<file path="src/rtl/sdram_arbit.sv">
// sdram_arbit: central SDRAM bus scheduler. Holds the bus for the init
// sequencer until power-up completes, then grants it to refresh, write or
// read (refresh first, write/read alternated on a tie). Drives the granted
// sequencer's command/address/bank onto registered pins, with a watchdog
// that reclaims the bus from a sequencer that never signals completion.
module sdram_arbit #(
   parameter int TIMEOUT = 2047,
   parameter int TO_W    = 12
) (
   input  logic        sclk,
   input  logic        s_rst,
   input  logic        flag_init_end,
   input  logic [3:0]  init_cmd,
   input  logic [11:0] init_addr,
   input  logic        ref_req,
   input  logic        flag_ref_end,
   input  logic [3:0]  ref_cmd,
   input  logic        wr_req,
   input  logic        flag_wr_end,
   input  logic [3:0]  wr_cmd,
   input  logic [11:0] wr_addr,
   input  logic [1:0]  wr_bank,
   input  logic        rd_req,
   input  logic        flag_rd_end,
   input  logic [3:0]  rd_cmd,
   input  logic [11:0] rd_addr,
   input  logic [1:0]  rd_bank,
   output logic        ref_en,
   output logic        wr_en,
   output logic        rd_en,
   output logic [3:0]  sdram_cmd,
   output logic [11:0] sdram_addr,
   output logic [1:0]  sdram_bank,
   output logic [2:0]  grant,
   output logic        err_timeout
);

   localparam logic [3:0] CMD_NOP = 4'b0111;

   typedef enum logic [4:0] {
      S_INIT  = 5'b00001,
      S_ARBIT = 5'b00010,
      S_AREF  = 5'b00100,
      S_WRITE = 5'b01000,
      S_READ  = 5'b10000
   } state_t;

   state_t      r_state;
   state_t      w_next;
   logic        r_last_wr;
   logic [TO_W-1:0] r_wdog;
   logic        r_ref_en, r_wr_en, r_rd_en, r_err;
   logic [3:0]  r_cmd;
   logic [11:0] r_addr;
   logic [1:0]  r_bank;
   logic        w_own, w_end, w_to;
   logic [3:0]  w_cmd;
   logic [11:0] w_addr;
   logic [1:0]  w_bank;

   // Next-state: arbitration in S_ARBIT, release on owner's end flag or watchdog
   always_comb begin
      w_next = r_state;
      w_own  = 1'b0;
      w_end  = 1'b0;
      w_to   = 1'b0;
      case (r_state)
         S_INIT:  if (flag_init_end) w_next = S_ARBIT;
         S_ARBIT: begin
            if (ref_req)                w_next = S_AREF;
            else if (wr_req && rd_req)  w_next = r_last_wr ? S_READ : S_WRITE;
            else if (wr_req)            w_next = S_WRITE;
            else if (rd_req)            w_next = S_READ;
         end
         S_AREF:  begin w_own = 1'b1; w_end = flag_ref_end; end
         S_WRITE: begin w_own = 1'b1; w_end = flag_wr_end;  end
         S_READ:  begin w_own = 1'b1; w_end = flag_rd_end;  end
         default: w_next = S_INIT;
      endcase
      // A coincident end flag wins over the watchdog, so no error is flagged.
      w_to = w_own && !w_end && (r_wdog == TO_W'(TIMEOUT - 1));
      if (w_own && (w_end || w_to)) w_next = S_ARBIT;
   end

   // Bus source select for the current owner; NOP when nobody owns the bus
   always_comb begin
      w_cmd  = CMD_NOP;
      w_addr = '0;
      w_bank = '0;
      case (r_state)
         S_INIT:  begin w_cmd = init_cmd; w_addr = init_addr; end
         S_AREF:  w_cmd = ref_cmd;
         S_WRITE: begin w_cmd = wr_cmd; w_addr = wr_addr; w_bank = wr_bank; end
         S_READ:  begin w_cmd = rd_cmd; w_addr = rd_addr; w_bank = rd_bank; end
         default: ;
      endcase
   end

   // State register and write/read alternation memory
   always_ff @(posedge sclk or posedge s_rst) begin
      if (s_rst) begin
         r_state   <= S_INIT;
         r_last_wr <= 1'b0;
      end else begin
         r_state <= w_next;
         if (r_state == S_ARBIT && w_next == S_WRITE) r_last_wr <= 1'b1;
         else if (r_state == S_ARBIT && w_next == S_READ) r_last_wr <= 1'b0;
      end
   end

   // One-cycle grant pulses on entry into an owner state
   always_ff @(posedge sclk or posedge s_rst) begin
      if (s_rst) begin
         r_ref_en <= 1'b0;
         r_wr_en  <= 1'b0;
         r_rd_en  <= 1'b0;
      end else begin
         r_ref_en <= (r_state == S_ARBIT) && (w_next == S_AREF);
         r_wr_en  <= (r_state == S_ARBIT) && (w_next == S_WRITE);
         r_rd_en  <= (r_state == S_ARBIT) && (w_next == S_READ);
      end
   end

   // Watchdog counter and sticky timeout flag
   always_ff @(posedge sclk or posedge s_rst) begin
      if (s_rst) begin
         r_wdog <= '0;
         r_err  <= 1'b0;
      end else begin
         if (w_next != r_state) r_wdog <= '0;
         else if (w_own)        r_wdog <= r_wdog + TO_W'(1);
         if (w_to) r_err <= 1'b1;
      end
   end

   // Registered pins: selected source appears one cycle after presentation
   always_ff @(posedge sclk or posedge s_rst) begin
      if (s_rst) begin
         r_cmd  <= CMD_NOP;
         r_addr <= '0;
         r_bank <= '0;
      end else begin
         r_cmd  <= w_cmd;
         r_addr <= w_addr;
         r_bank <= w_bank;
      end
   end

   assign ref_en      = r_ref_en;
   assign wr_en       = r_wr_en;
   assign rd_en       = r_rd_en;
   assign sdram_cmd   = r_cmd;
   assign sdram_addr  = r_addr;
   assign sdram_bank  = r_bank;
   assign grant       = r_state[4:2];
   assign err_timeout = r_err;

endmodule

</file>
<file path="config.mk">
export PLATFORM = sky130hd
export DESIGN_NAME = sdram_arbit
export DESIGN_NICKNAME = d
export VERILOG_FILES = /design/src/rtl/sdram_arbit.sv
export SDC_FILE = /design/constraint.sdc
export NUM_CORES = 1
export LEC_CHECK = 0
export ABC_AREA = 1
export CORE_MARGIN = 2
export CORE_UTILIZATION = 46
export CTS_CLUSTER_SIZE = 25
export DETAILED_ROUTE_END_ITERATION = 8
export PLACE_DENSITY_LB_ADDON = 0.3
export SYNTH_ARGS = -nofsm -noshare
export SYNTH_HDL_FRONTEND = slang
export SYNTH_SLANG_ARGS = --single-unit
</file>
<file path="constraint.sdc">
create_clock -name sclk -period 4.3 [get_ports sclk]
set_input_delay 0.86 -clock sclk [delete_from_list [all_inputs] [get_ports sclk]]
set_output_delay 0.86 -clock sclk [all_outputs]
set_load 0.05 [all_outputs]
</file>
**Routed metal per tile**

Drawn at 4 px/um. 14 x 14 tiles, from black (low) to pale yellow (high), scaled to the fullest tile. Values are wire area over tile area, all layers added.
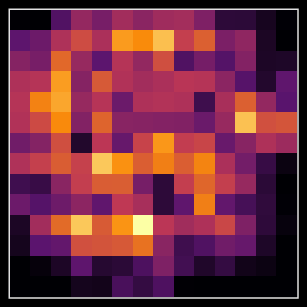
9.7% of the tiles are nearly empty. The fullest tile reaches 0.44. The mean over all tiles is 0.16. 26% of the tiles are over half the peak.
routed via count: 1960
WL final: 4980 um
GRT Util Overall: 20.0%
wire length per cell after detailed routing: 12.5 um

==> deck_impl_summary.md <==
Run Summary

Layout
  • Top cells excl fill/tap: clkdlybuf4s50_1, nand2_1, dfrtp_1
  • Seq cells: 40
  • Layout inverter count without the clock tree: 33
  • Clk_buf instances: 7
  • Fin nets: 411
  • Dominant logic cell type in the layout: clkdlybuf4s50_1
  • Logic share of the area: 29.8%
  • FILL cells: 353
  • Combinational Area: 930 um2
  • Area grow syn2layout: 47.3%

Global routing
  • Largest net degree at the start of global routing: 26
  • Most used routing layer: met2
  • GR Util met1: 25.3%

Run
  • Max-cap violations: 0

Clocking
  • CTS Buf Count: 5
  • CTS max path bufs: 2
  • Post-CTS Setup Bufs: 0
  • Resized Gates After CTS: 0

Min path
  • Hold endpoint: r_last_wr$_DFFE_PP0P_
  • Tightest Hold Check Type: reg2reg

Setup path
  • WP data required: 3440 ps
  • CP top delay family: buffers and inverters
  • Critical R2R Launch: r_state[0]$_DFF_PP1_
  • FF-to-FF setup slack: 2010 ps
  • Worst Setup SP: sdram_cmd[1]$_DFF_PP1_
  • R2R depth: 10

Pwr
  • Max VDD drop: 0.000293 V
  • Sw Ratio: 45.5%
  • Sequential share of power: 31.9%
  • Pwr Total: 0.00163 W

STA
  • Final setup fails: 0
  • Fmax achieved: 0.406 GHz
  • Final period utilization: 57.3%
  • Hold_ws: 482 ps
  • Final setup margin: 1840 ps

Synthesis
  • Top cell type's share of synthesized area: 42.6%
  • Ys async rst share: 100%
  • Count of different cell masters after synthesis: 30
  • Comb area leader: simple AND/OR/NAND/NOR gates
  • Synthesized area per cell: 8.30 um2
  • Synth Area in Adders: 1.18%
  • Synth top cell by count: nand2_1
  • Yosys cell count: 255

Placed design
  • Routability cong.: 0.820

Drt
  • Antenna-violating nets left: 0
  • Uppermost layer routed: met4

Outcome
  • Status: completed
**Register map, names as in the netlist**

Drawn at 4 px/um. Other sequential cells in the stronger gray, the rest of the logic in the fainter gray.
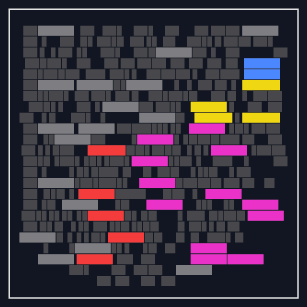
sdram_cmd: shown in yellow, sequential cells 4. r_wdog: shown in magenta, sequential cells 12. sdram_bank: shown in blue, sequential cells 2. r_state: shown in red, sequential cells 5.
Another 17 sequential cells are not colored.
fraction of area in registers: 32.3%
Seq. cell area: 1010 um2
Layout Utilization: 71.1%
Seq power: 0.000518 W

No activity file was given, so power comes from the tool's default toggle rates.
